<file path="src/rtl/uart_pkg.sv">
// Shared types and constants for the UART receive path.
package uart_pkg;

    // Receiver FSM states. PARITY is only entered when UART_RX_PARITY_EN is defined.
    typedef enum logic [2:0] {
        IDLE   = 3'd0,
        START  = 3'd1,
        DATA   = 3'd2,
        PARITY = 3'd3,
        STOP   = 3'd4
    } rx_state_e;

    // Parity sense selectors for PARITY_ODD.
    localparam int PAR_EVEN = 0;
    localparam int PAR_ODD  = 1;

    // Stop period lengths in sample ticks, assuming 16x oversampling.
    localparam int STOP_1   = 16;
    localparam int STOP_1P5 = 24;
    localparam int STOP_2   = 32;

    // Larger of two integers, used to size the shared tick counter.
    function automatic int max_int(input int a, input int b);
        return (a > b) ? a : b;
    endfunction

endpackage

</file>
<file path="src/rtl/uart_rx_sync.sv">
// Two-flop synchroniser for the asynchronous serial line.
// Both flops reset to 1 so a reset never looks like a start bit.
module uart_rx_sync (
    input  logic clk_i,
    input  logic rst_i,
    input  logic d_i,
    output logic q_o
);

    logic meta_q;
    logic sync_q;

    // Two-stage capture of the line into the clk domain.
    always_ff @(posedge clk_i) begin
        if (rst_i) begin
            meta_q <= 1'b1;
            sync_q <= 1'b1;
        end else begin
            meta_q <= d_i;
            sync_q <= meta_q;
        end
    end

    assign q_o = sync_q;

endmodule

</file>
<file path="src/rtl/uart_rx_frame.sv">
// Parametrised UART receive engine: start/data/[parity]/stop framing,
// framing and overrun detection, and a one-word valid/ready holding register.
// Optional feature macro: UART_RX_PARITY_EN adds one parity bit after the data.
module uart_rx_frame
    import uart_pkg::*;
#(
    parameter int N          = 8,
    parameter int OVS        = 16,
    parameter int SB_TICK    = STOP_1,
    parameter int PARITY_ODD = PAR_EVEN
) (
    input  logic         clk,
    input  logic         rst,
    input  logic         rx,
    input  logic         sample_tick,
    output logic [N-1:0] dout,
    output logic         rx_done,
    output logic         rx_valid,
    input  logic         rx_ready,
    output logic         frame_err,
    output logic         parity_err,
    output logic         overrun
);

    localparam int SW = $clog2(max_int(OVS, SB_TICK));
    localparam int NW = $clog2(N);

    localparam logic [SW-1:0] S_MID  = SW'(OVS / 2 - 1);
    localparam logic [SW-1:0] S_BIT  = SW'(OVS - 1);
    localparam logic [SW-1:0] S_STOP = SW'(SB_TICK - 1);
    localparam logic [NW-1:0] N_LAST = NW'(N - 1);
    localparam logic          PAR_SENSE = (PARITY_ODD != 0);

    logic rx_s;

    rx_state_e     state_q, state_d;
    logic [SW-1:0] s_q, s_d;
    logic [NW-1:0] n_q, n_d;
    logic [N-1:0]  shreg_q, shreg_d;
    logic          ferr_n_q, ferr_n_d;
    logic          perr_n;
    logic          done_pend_q, done_pend_d;
    logic          armed_q, armed_d;

    logic [N-1:0]  dout_q;
    logic          rx_done_q, rx_valid_q, frame_err_q, parity_err_q, overrun_q;

    uart_rx_sync u_sync (
        .clk_i (clk),
        .rst_i (rst),
        .d_i   (rx),
        .q_o   (rx_s)
    );

`ifdef UART_RX_PARITY_EN
    logic perr_n_q, perr_n_d;
    assign perr_n = perr_n_q;
`else
    // Without a parity bit there is nothing to mismatch; PARITY_ODD has no effect.
    assign perr_n = PAR_SENSE & 1'b0;
`endif

    // Frame FSM state, counters, shift register and per-frame error capture.
    always_ff @(posedge clk) begin
        if (rst) begin
            state_q     <= IDLE;
            s_q         <= '0;
            n_q         <= '0;
            shreg_q     <= '0;
            ferr_n_q    <= 1'b0;
            done_pend_q <= 1'b0;
            armed_q     <= 1'b0;
`ifdef UART_RX_PARITY_EN
            perr_n_q    <= 1'b0;
`endif
        end else begin
            state_q     <= state_d;
            s_q         <= s_d;
            n_q         <= n_d;
            shreg_q     <= shreg_d;
            ferr_n_q    <= ferr_n_d;
            done_pend_q <= done_pend_d;
            armed_q     <= armed_d;
`ifdef UART_RX_PARITY_EN
            perr_n_q    <= perr_n_d;
`endif
        end
    end

    // Next-state logic: advance on sample ticks, except start-edge detection in IDLE.
    always_comb begin
        state_d     = state_q;
        s_d         = s_q;
        n_d         = n_q;
        shreg_d     = shreg_q;
        ferr_n_d    = ferr_n_q;
        done_pend_d = 1'b0;
`ifdef UART_RX_PARITY_EN
        perr_n_d    = perr_n_q;
`endif
        case (state_q)
            IDLE: begin
                if (!rx_s && armed_q) begin
                    state_d = START;
                    s_d     = '0;
                end
            end
            START: begin
                if (sample_tick) begin
                    if (s_q == S_MID) begin
                        s_d = '0;
                        if (!rx_s) begin
                            state_d = DATA;
                            n_d     = '0;
                        end else begin
                            state_d = IDLE;
                        end
                    end else begin
                        s_d = s_q + 1'b1;
                    end
                end
            end
            DATA: begin
                if (sample_tick) begin
                    if (s_q == S_BIT) begin
                        s_d     = '0;
                        shreg_d = {rx_s, shreg_q[N-1:1]};
                        if (n_q == N_LAST) begin
`ifdef UART_RX_PARITY_EN
                            state_d = PARITY;
`else
                            state_d = STOP;
`endif
                        end else begin
                            n_d = n_q + 1'b1;
                        end
                    end else begin
                        s_d = s_q + 1'b1;
                    end
                end
            end
            PARITY: begin
`ifdef UART_RX_PARITY_EN
                if (sample_tick) begin
                    if (s_q == S_BIT) begin
                        s_d      = '0;
                        perr_n_d = rx_s ^ (^shreg_q) ^ PAR_SENSE;
                        state_d  = STOP;
                    end else begin
                        s_d = s_q + 1'b1;
                    end
                end
`else
                state_d = IDLE;
`endif
            end
            STOP: begin
                if (sample_tick) begin
                    if (s_q == S_STOP) begin
                        s_d         = '0;
                        ferr_n_d    = ~rx_s;
                        done_pend_d = 1'b1;
                        state_d     = IDLE;
                    end else begin
                        s_d = s_q + 1'b1;
                    end
                end
            end
            default: state_d = IDLE;
        endcase
        // A low stop bit disarms start detection until the line has been seen high.
        armed_d = rx_s | (armed_q & ~(done_pend_d & ~rx_s));
    end

    // Completion and holding register: load, flag overrun, or release on read.
    always_ff @(posedge clk) begin
        if (rst) begin
            dout_q       <= '0;
            rx_done_q    <= 1'b0;
            rx_valid_q   <= 1'b0;
            frame_err_q  <= 1'b0;
            parity_err_q <= 1'b0;
            overrun_q    <= 1'b0;
        end else begin
            rx_done_q <= done_pend_q;
            overrun_q <= 1'b0;
            if (done_pend_q) begin
                if (!rx_valid_q || rx_ready) begin
                    dout_q       <= shreg_q;
                    frame_err_q  <= ferr_n_q;
                    parity_err_q <= perr_n;
                    rx_valid_q   <= 1'b1;
                end else begin
                    overrun_q <= 1'b1;
                end
            end else if (rx_valid_q && rx_ready) begin
                rx_valid_q <= 1'b0;
            end
        end
    end

    assign dout      = dout_q;
    assign rx_done   = rx_done_q;
    assign rx_valid  = rx_valid_q;
    assign frame_err = frame_err_q;
`ifdef UART_RX_PARITY_EN
    assign parity_err = parity_err_q;
`else
    assign parity_err = 1'b0;
    logic unused_perr;
    assign unused_perr = parity_err_q;
`endif
    assign overrun = overrun_q;

endmodule

</file>
<file path="config.mk">
export PLATFORM = sky130hd
export DESIGN_NAME = uart_rx_frame
export DESIGN_NICKNAME = d
export VERILOG_FILES = /design/src/rtl/uart_pkg.sv /design/src/rtl/uart_rx_sync.sv /design/src/rtl/uart_rx_frame.sv
export SDC_FILE = /design/constraint.sdc
export NUM_CORES = 1
export LEC_CHECK = 0
export CAP_MARGIN = 30
export CORE_UTILIZATION = 30
export DETAILED_ROUTE_END_ITERATION = 10
export SLEW_MARGIN = 20
export SYNTH_ARGS = -nofsm -noshare
export SYNTH_HDL_FRONTEND = slang
export SYNTH_SLANG_ARGS = --single-unit
export TNS_END_PERCENT = 1
</file>
<file path="constraint.sdc">
create_clock -name clk -period 2.1 [get_ports clk]
set_input_delay 0.21 -clock clk [delete_from_list [all_inputs] [get_ports clk]]
set_output_delay 0.21 -clock clk [all_outputs]
set_load 0.03 [all_outputs]
</file>
placed.png
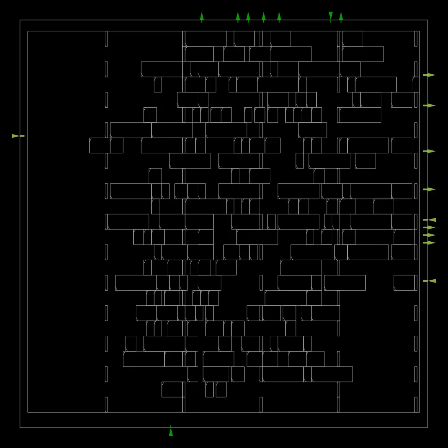
Rows: 25
core box area: 0.00475 mm^2
Core Util, Final: 0.387
n_taps: 67

closeup.png
Region (16, 2) to (56, 42) um. Cells in grey, sequential cells in the stronger grey; small squares are vias.
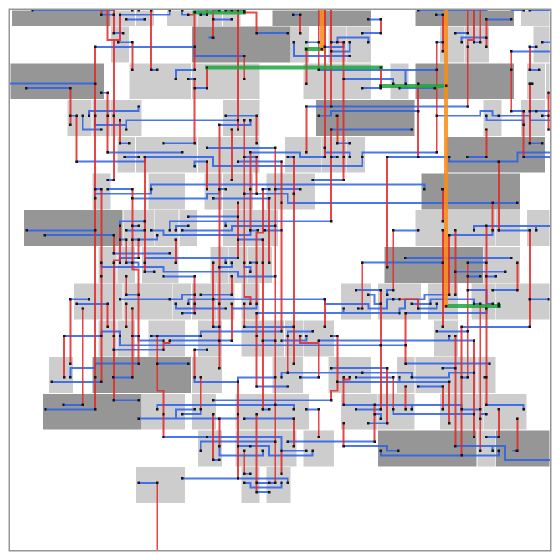
legend:
  red:
    layer: M2
  orange:
    layer: M4
  green:
    layer: M3
  blue:
    layer: M1
cells with their middle in the window: 94
most frequent: nor2_1 (12), dfxtp_1 (12), nand2_1 (9)
netlist names of flops here include: s_q (4), state_q (3), n_q (2)
sequential cells in the window: 12

==> results.cfg <==
; flow metrics
[power_and_ir_drop]
total_power_mw = 1.19
clk-power_uw = 480
power_frac_clock = 0.403
seq-power_uw = 671
power.group.top = sequential cells
leakage_nw = 0.720
switching_power_uw = 277
swShare = 0.232
irDropWorstVdd_mv = 0.281
p_comb_frac = 0.035

[grt]
busiest_layer = met2
antenna_found_initial = 0
grtUsageMet1 = 0.148
grt_first_pass_wirelength_mm = 4.85
grt_overflow = 0
globalRouteMet2Util = 0.184
use_met3 = 0.0373
grt_pass1_vias = 1089

[die]
die-area_mm2 = 0.00529
initial_utilization = 0.316
pin_count = 18
fp.dieW_um = 72.7

[layout]
drive_gt1_frac = 0.109
comb.multi_input.count = 121
seq_share = 0.380
fin_nets = 199
final_area_mm2 = 0.00184
layout.non_clock_buffers = 22
antenna_cells = 0
flops = 35
inverters = 6
final_cells = 259
clockNetworkAreaShare = 0.0462
final_common_cell = dfxtp_1
flop_area_um2 = 701
nFillCells = 500

[timing]
finalClockSkew_ns = 0.00139
period_minus_slack_ns = 1.82
setup_viol = 0
fin_ws_ns = 0.283
hold_viol_final = 0

[logic_synthesis]
ys_top_cells_by_count = 35 x dfxtp_1, 22 x nor2_1, 19 x nand2_1
numSynthFlops = 35
netlist.top_cell.by_area = dfxtp_1
ys_cells = 171
synth_cells = 171
top_cell = dfxtp_1
ys.warnings.count = 0
fp_nets = 179
avgSynthCellArea_um2 = 8.77
synthArstFlopShare = 0
top_area_frac = 0.467

[routing]
via_count = 1197
ant_nets = 0
drtIter0Drc = 73
drc_errors = 0
routed_wl_mm = 2.78

[worst_hold_path]
min_path_cells = 1
worstHoldStart = u_sync.meta_q
hold_class = flop to flop
worstHoldEndpoint = u_sync.q_o

[critical_path]
worst_r2r_endpoint = state_q[2]
critPathKind = flop to flop
end_kind = flop
reg2reg_depth = 5
r2r-start = state_q[0]
slowest_delay_ns = 0.59
cp.depth = 5
cp_cell_sequence = xor2_1, o21ai_1, a31oi_1, nor3_1, mux2i_1
critPathMaxFanout = 11
cp_num_buf_inv = 0

[clock_tree]
cts_resized = 0
cts_root_buf = clkbuf_8
cts.clk_slew.worst_paths_ns = 0.07
cts_buffer_depth = 2
cts_sinks = 35
clk_latency_ns = 0.29
cts_hold_buf = 0

[placed_design]
post_dp_cell_area_mm2 = 0.00176
place_ws_ns = 0.166
placedCellCount = 251
gp_congestion = 0.837

[outcome]
outcome = finished clean
-- logic make-up after synthesis --
family                   share of synthesized area
AND-OR/OR-AND                                0.163
XOR/XNOR                                    0.0117
adder cells (fa/ha/maj)                     0.0250
buffers and inverters                       0.0450
flip-flops                                   0.467
multiplexers                                0.0734
other                                      0.00250
AND/OR/NAND/NOR                              0.212
-- worst max path at each step --
stage | startpoint | to | slack (ns)
6_report | state_q[0] | state_q[2] | 0.28
5_1_grt | state_q[0] | state_q[2] | 0.07
4_1_cts | state_q[0] | state_q[2] | 0.28
3_5_place_dp | sample_tick | s_q[1] | 0.17
3_3_place_gp | sample_tick | s_q[1] | 0.20
2_1_floorplan | s_q[0] | ferr_n_q | 0.42
